### src/rtl/alarm_sequencer.sv
// Alarm ringing controller: arms on alarm_en, rings on the rising time match, handles stop/snooze/timeout.
// Optional feature macro: ALARM_BEEP_PATTERN_EN (1 s on / 1 s off beep instead of a steady tone).
module alarm_sequencer #(
   parameter int RING_TIMEOUT = 60,
   parameter int SNOOZE_SEC   = 300,
   parameter int MAX_SNOOZE   = 3
) (
   input  logic       clk,
   input  logic       reset,
   input  logic       tick,
   input  logic       alarm_en,
   input  logic [5:0] min,
   input  logic [5:0] sec,
   input  logic [5:0] amin,
   input  logic [5:0] asec,
   input  logic       snooze_btn,
   input  logic       stop_btn,
   output logic       armed_led,
   output logic       ring_led,
   output logic       snooze_led,
   output logic       alarm_sound,
   output logic [3:0] snooze_left
);

   typedef enum logic [1:0] {IDLE, ARMED, RING, SNOOZE} state_t;

   localparam logic [15:0] RING_LAST = 16'(RING_TIMEOUT - 1);
   localparam logic [15:0] SNZ_LAST  = 16'(SNOOZE_SEC - 1);
   localparam logic [3:0]  MAX_SNZ   = 4'(MAX_SNOOZE);

   state_t      state, state_n;
   logic [15:0] ring_cnt, ring_cnt_n;
   logic [15:0] snz_cnt, snz_cnt_n;
   logic [3:0]  snooze_used, snooze_used_n;
   logic        match_d, snooze_d, stop_d;
   logic        ring_tick;

   logic match, match_rise, snooze_rise, stop_rise;
   assign match       = (min == amin) && (sec == asec);
   assign match_rise  = match & ~match_d;
   assign snooze_rise = snooze_btn & ~snooze_d;
   assign stop_rise   = stop_btn & ~stop_d;

   // NOTE: sequential state uses non-blocking assignments so every register samples pre-edge values.
   always_ff @(posedge clk or negedge reset) begin
      if (!reset) begin
         state       <= IDLE;
         ring_cnt    <= '0;
         snz_cnt     <= '0;
         snooze_used <= '0;
         match_d     <= 1'b0;
         snooze_d    <= 1'b0;
         stop_d      <= 1'b0;
      end else begin
         state       <= state_n;
         ring_cnt    <= ring_cnt_n;
         snz_cnt     <= snz_cnt_n;
         snooze_used <= snooze_used_n;
         match_d     <= match;
         snooze_d    <= snooze_btn;
         stop_d      <= stop_btn;
      end
   end

   // NOTE: every always_comb output gets a hold default first, so no path can infer a latch.
   always_comb begin
      state_n       = state;
      ring_cnt_n    = ring_cnt;
      snz_cnt_n     = snz_cnt;
      snooze_used_n = snooze_used;
      ring_tick     = 1'b0;

      if (!alarm_en) begin
         state_n       = IDLE;
         snooze_used_n = '0;
      end else begin
         unique case (state)
            IDLE: begin
               state_n       = ARMED;
               snooze_used_n = '0;
            end
            ARMED: begin
               if (match_rise) begin
                  state_n    = RING;
                  ring_cnt_n = '0;
               end
            end
            RING: begin
               if (stop_rise) begin
                  state_n       = ARMED;
                  snooze_used_n = '0;
               end else if (snooze_rise && (snooze_used < MAX_SNZ)) begin
                  state_n       = SNOOZE;
                  snooze_used_n = snooze_used + 4'd1;
                  snz_cnt_n     = '0;
               end else if (tick) begin
                  if (ring_cnt == RING_LAST) begin
                     state_n       = ARMED;
                     snooze_used_n = '0;
                  end else begin
                     ring_cnt_n = ring_cnt + 16'd1;
                     ring_tick  = 1'b1;
                  end
               end
            end
            SNOOZE: begin
               // Snooze presses and match edges are deliberately ignored while snoozing.
               if (stop_rise) begin
                  state_n       = ARMED;
                  snooze_used_n = '0;
               end else if (tick) begin
                  if (snz_cnt == SNZ_LAST) begin
                     state_n    = RING;
                     ring_cnt_n = '0;
                  end else begin
                     snz_cnt_n = snz_cnt + 16'd1;
                  end
               end
            end
            default: state_n = IDLE;
         endcase
      end
   end

   assign armed_led   = (state != IDLE);
   assign ring_led    = (state == RING);
   assign snooze_led  = (state == SNOOZE);
   assign snooze_left = MAX_SNZ - snooze_used;

`ifdef ALARM_BEEP_PATTERN_EN
   logic beep, beep_n;

   always_comb begin
      beep_n = beep;
      if (state_n == RING && state != RING) beep_n = 1'b1;
      else if (ring_tick)                   beep_n = ~beep;
   end

   always_ff @(posedge clk or negedge reset) begin
      if (!reset) beep <= 1'b0;
      else        beep <= beep_n;
   end

   assign alarm_sound = ring_led & beep;
`else
   assign alarm_sound = ring_led;
`endif

endmodule

### config.mk
export PLATFORM = sky130hd
export DESIGN_NAME = alarm_sequencer
export DESIGN_NICKNAME = d
export VERILOG_FILES = /design/src/rtl/alarm_sequencer.sv
export SDC_FILE = /design/constraint.sdc
export NUM_CORES = 1
export LEC_CHECK = 0
export CAP_MARGIN = 10
export CELL_PAD_IN_SITES_DETAIL_PLACEMENT = 2
export CELL_PAD_IN_SITES_GLOBAL_PLACEMENT = 2
export CORE_ASPECT_RATIO = 1.1
export CORE_MARGIN = 3
export CORE_UTILIZATION = 34
export CTS_BUF_LIST = sky130_fd_sc_hd__clkbuf_4
export CTS_CLUSTER_DIAMETER = 40
export DETAILED_ROUTE_END_ITERATION = 10
export PLACE_DENSITY_LB_ADDON = 0.1
export SLEW_MARGIN = 10
export SYNTH_ARGS = -nofsm -noshare
export SYNTH_HDL_FRONTEND = slang
export SYNTH_SLANG_ARGS = --single-unit
### constraint.sdc
create_clock -name clk -period 3 [get_ports clk]
set_input_delay 0.9 -clock clk [delete_from_list [all_inputs] [get_ports clk]]
set_output_delay 0.9 -clock clk [all_outputs]
set_load 0.03 [all_outputs]
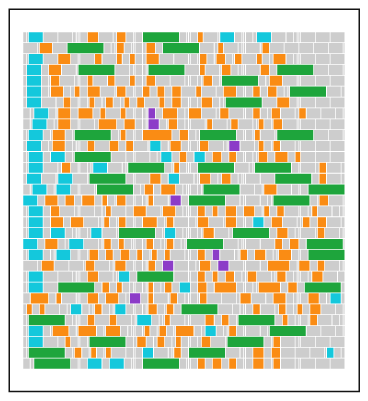
run_1/class_map.png
(4 px per um) Fill, decap, tap and diode cells in gray.
Key: purple = clock drivers and dummy loads [cells 8, share of their area 1.9%]; orange = remaining logic cells [cells 218, share of their area 47%]; green = registers [cells 41, share of their area 35%]; cyan = remaining buffers and delay cells [cells 51, share of their area 16%]
Finished Core Util: 44.4%
FP Rows: 31

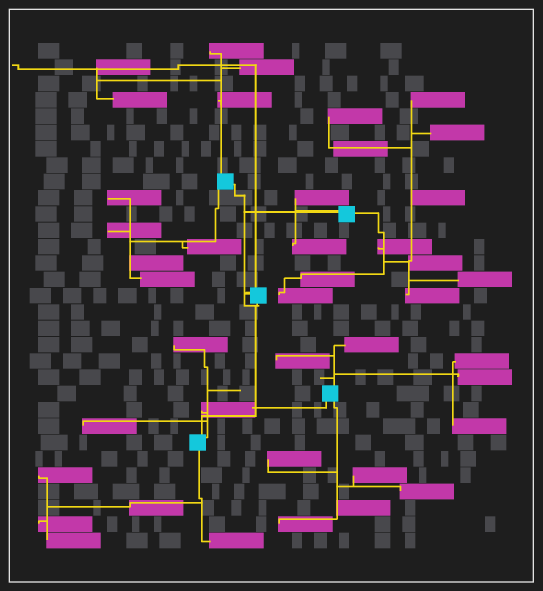
run_1/clock_wires.png
(6 px per um)
Key: cyan = clock-net drivers [count 5]; yellow = clock wires [length 629 um]; magenta = flip-flops [count 41]
Position of the flops: all over the die.
Clock Power Share: 25.3%
clk latency late pin: 360 ps

==> run summary, run 1 <==
impl run done, here's what came out: top-count cell post-synth dfrtp_1, Least-Margin Pin Slew 1040 ps, count of library flops with an enable pin 0, top cells by instance count after synthesis dfrtp_1, nand2_1, a21oi_1, drt total wl 7.01 mm, RR Startpoint snz_cnt[0], drt drc 0, Comb. pwr 253 uW, GRT Residual Overflow 0, # IOs 38, Gate Area between 1000 and 1500 sq um, Non-clock inverters 17, Commonest Layout Cell dfrtp_1, most frequent cells in the layout dfrtp_1, clkdlybuf4s50_1, nand2_1, a21oi_1, o21ai_0, sequential-to-total area share from yosys stat a little over two fifths, fraction of layout cells with a size suffix above 1 around a tenth, Crit Reg-Reg Endpoint ring_cnt[10], PwrDens 386 nW/um^2, global route hottest layer met2, tool warnings 26, leakage power total 1.18 nW, Req. time, crit path 2100 ps, DRT iter0 DRCs 86, main logic family after synthesis simple AND/OR/NAND/NOR gates, Clk. pwr 294 uW, Max Clock Freq 351 MHz, endpoints failing hold 0, Layout Skew a little under 6 ps, overall power 1.16 mW, NetSw 379 uW, DR pass1 iterations 4, CTS tree built, postcts setup bufs 0, mapped cell area between 2000 and 2500 sq um, r2r setup slk 720 ps, Area contributors post-synth dfrtp_1, a21oi_1, xor2_1, Regs by FF count ring_cnt x16, snz_cnt x16, snooze_used x4, Syn Nets 309, # placed instances 392, largest net degree at the start of global routing 30, P_int 785 uW, via count about 2300, met1 global-route usage 22.8%, routed wl met2 around 3.5 mm, gpl congestion 0.801, # fillers around 790, cts-stage hold buffer count 0, Global Route Usage Sum 18.5%, CTS Buffer Depth 2, met3 Track Usage GR 3.46%, vias in the first global route 2543, hold_ws 398 ps, Non-clock buffers 51, Detail Route Antenna Nets 0, Die ar. a little over 8000 sq um, Layout area overhead 22.5%, vias per cell 5.82, Num CTS Buffers 5, core area 6790 sq um, critical path launch point type register, unrepaired setup endpoints after global routing no, met3 wire length 241 um, slowest stage cell, crit path clkdlybuf4s50_1, slowest stage delay, CP between 600 and 700 ps, # clock sinks 41, antenna cell count 0, mi-comb count 201, Crit. path cell count 4, design area 3010 sq um, Seq pwr share 53.0%, DIE HEIGHT around 95 um, Max Cap Viol 0, met2 usage in global routing about a third, Setup crit end kind output pin, switching share of power 32.5%, outcome finished, final reports clean, mux cell area share after synthesis 0.814%, XOR Share, Synth 4.63%, CP Buf/Inv Count 3, worst setup path end snooze_led, maximum vdd drop 0.181 mV, Slew HR 30.3%, uppermost layer routed met4, CP startpoint state[0]
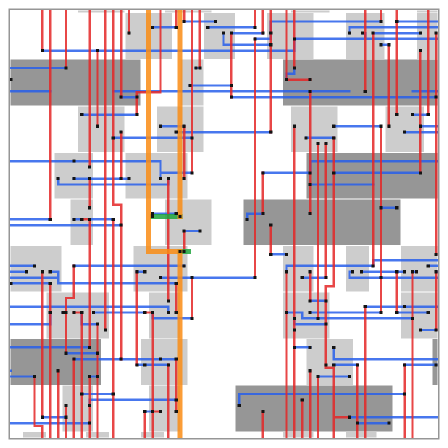
run_1/closeup.png
Window x 31 to 56, y 35 to 60 um. Cells in gray, sequential cells in the stronger gray; small squares are vias.
Key: green = M3; blue = M1; orange = M4; red = M2
33 logic cells have their middle in the window. Netlist names of flops here include snz_cnt (3), ring_cnt (2). Sequential cells in the window: 6. Most frequent: dfrtp_1 (6), buf_4 (4).

run_1/util_map.png
(3 px per um) The die is cut into 9 by 10 equal tiles; black is low, pale yellow is high, 0 to 100% covered.
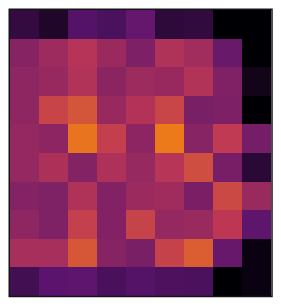

==> run 1 -> run 2 <==
- CORE_MARGIN: 3 -> 5
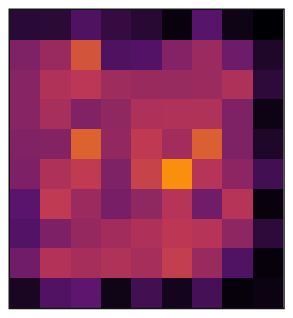
run_2/util_map.png
(3 px per um) The die is cut into 9 by 10 equal tiles; black is low, pale yellow is high, 0 to 100% covered.
3.3% of the tiles are nearly empty. The mean over all tiles is 33%. The fullest tile reaches 76%. 1.1% of the tiles are over 75% full. The densest ninth of the die: middle.
Finished Core Util: 43.3%
FP Core Util: 34.9%

==> run summary, run 2 <==
impl run done, here's what came out: outcome finished, final reports clean, mapped cell area 2460 sq um (unchanged), P_int 956 uW (+22%), overall power 1.34 mW (+15%), Regs by FF count ring_cnt x16, snz_cnt x16, snooze_used x4, clk latency late pin 360 ps (about the same), Slew HR 32.7% (+2.4 points), CTS tree built, antenna cell count 0 (unchanged), leakage power total 1.20 nW (+1.3%), Num CTS Buffers 5 (unchanged), Max Clock Freq 350 MHz (-0.44%), drt total wl 7.07 mm (+0.90%), CP startpoint state[0], PwrDens 438 nW/um^2 (+13%), via count 2306 (-0.90%), Gate Area 1300 sq um (unchanged), Setup crit end kind output pin, Syn Nets 309 (unchanged), met2 usage in global routing 28.5% (-4.5 points), Commonest Layout Cell dfrtp_1, tool warnings 26 (unchanged), Crit. path cell count 3 (-1), met3 wire length 198 um (-18%), met3 Track Usage GR 2.72% (-0.73 points), mi-comb count 201 (unchanged), design area 3050 sq um (+1.3%), slowest stage cell, crit path clkdlybuf4s50_1, Comb. pwr 243 uW (-4%), XOR Share, Synth 4.63% (unchanged), top cells by instance count after synthesis dfrtp_1, nand2_1, a21oi_1, top-count cell post-synth dfrtp_1, largest net degree at the start of global routing 28 (-6.7%), DR pass1 iterations 4 (unchanged), # placed instances 393 (+0.26%), vias per cell 5.75 (-1.1%), main logic family after synthesis simple AND/OR/NAND/NOR gates, CP Buf/Inv Count 2 (-1), cts-stage hold buffer count 0 (unchanged), DRT iter0 DRCs 69 (-20%), sequential-to-total area share from yosys stat 41.7% (unchanged), endpoints failing hold 0 (unchanged), critical path launch point type register, uppermost layer routed met4, mux cell area share after synthesis 0.814% (unchanged), Seq pwr share 46.7% (-6.3 points), drt drc 0 (unchanged), Detail Route Antenna Nets 0 (unchanged), met1 global-route usage 20.9% (-1.9 points), Clk. pwr 469 uW (+60%), NetSw 381 uW (+0.54%), Clock Power Share 35.1% (+9.8 points), Die ar. 9040 sq um (+9.0%), GRT Residual Overflow 0 (unchanged), Least-Margin Pin Slew 1000 ps (-36.2 ps), slowest stage delay, CP 600 ps (-90 ps), count of library flops with an enable pin 0 (unchanged), # fillers 795 (+1.1%), # IOs 38 (unchanged), Non-clock buffers 49 (-3.9%), switching share of power 28.5% (-4.0 points), # clock sinks 41 (unchanged), vias in the first global route 2529 (-0.55%), Crit Reg-Reg Endpoint ring_cnt[5], Max Cap Viol 0 (unchanged), Layout area overhead 24.2%, FP Rows 32 (+3.2%), worst setup path end armed_led, Req. time, crit path 2100 ps (about the same), core area 7050 sq um (+3.8%)
run_2/class_map.png
(4 px per um) Fill, decap, tap and diode cells in gray.
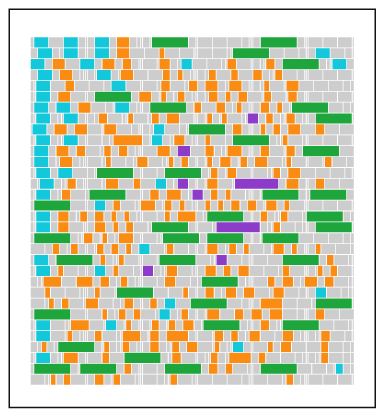

==> run 2 -> run 3 <==
- PLACE_DENSITY: default -> 0.91
- PLACE_DENSITY_LB_ADDON: 0.1 -> default
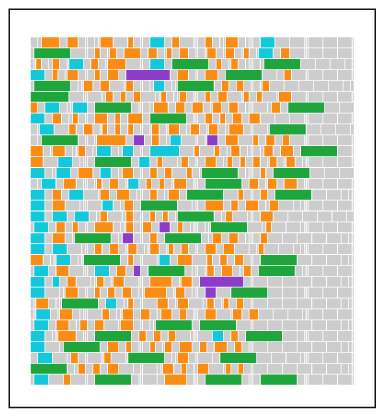
run_3/class_map.png
(4 px per um) Fill, decap, tap and diode cells in gray.
Key: orange = remaining logic cells [cells 218, share of their area 46%]; cyan = remaining buffers and delay cells [cells 48, share of their area 16%]; purple = clock drivers and dummy loads [cells 8, share of their area 3.5%]; green = registers [cells 41, share of their area 35%]
FP Rows: 32
core area: 7050 sq um
Finished Core Util: 43.4%

==> run summary, run 3 <==
impl run done, here's what came out: outcome finished, final reports clean, drt total wl 9.38 mm (+33%), worst setup path end alarm_sound, Comb. pwr 260 uW (+7%), Req. time, crit path 2100 ps (about the same), Least-Margin Pin Slew 987 ps (-12.6 ps), Slew HR 34.2% (+1.5 points), # clock sinks 41 (unchanged), Non-clock buffers 48 (-2.0%), P_int 954 uW (-0.19%), slowest stage cell, crit path clkdlybuf4s50_1, XOR Share, Synth 4.63% (unchanged), clk latency late pin 380 ps (+20 ps), vias per cell 6.09 (+5.8%), sequential-to-total area share from yosys stat 41.7% (unchanged), via count 2434 (+5.6%), PwrDens 449 nW/um^2 (+2.6%), leakage power total 1.19 nW (-0.38%), design area 3060 sq um (+0.20%), CP startpoint state[1], Layout area overhead 24.4%, cts-stage hold buffer count 0 (unchanged), main logic family after synthesis simple AND/OR/NAND/NOR gates, Max Cap Viol 0 (unchanged), Crit Reg-Reg Endpoint ring_cnt[5], slowest stage delay, CP 720 ps (+120 ps), Crit. path cell count 2 (-1), tool warnings 26 (unchanged), count of library flops with an enable pin 0 (unchanged), Detail Route Antenna Nets 0 (unchanged), antenna cell count 0 (unchanged), Clock Power Share 35.0% (about the same), switching share of power 30.6% (+2.1 points), DRT iter0 DRCs 132 (+91%), NetSw 420 uW (+10%), Gate Area 1300 sq um (+0.29%), DR pass1 iterations 4 (unchanged), Die ar. 9040 sq um (unchanged)
Power figures rest on the tool's default switching activity, not on a simulated workload.
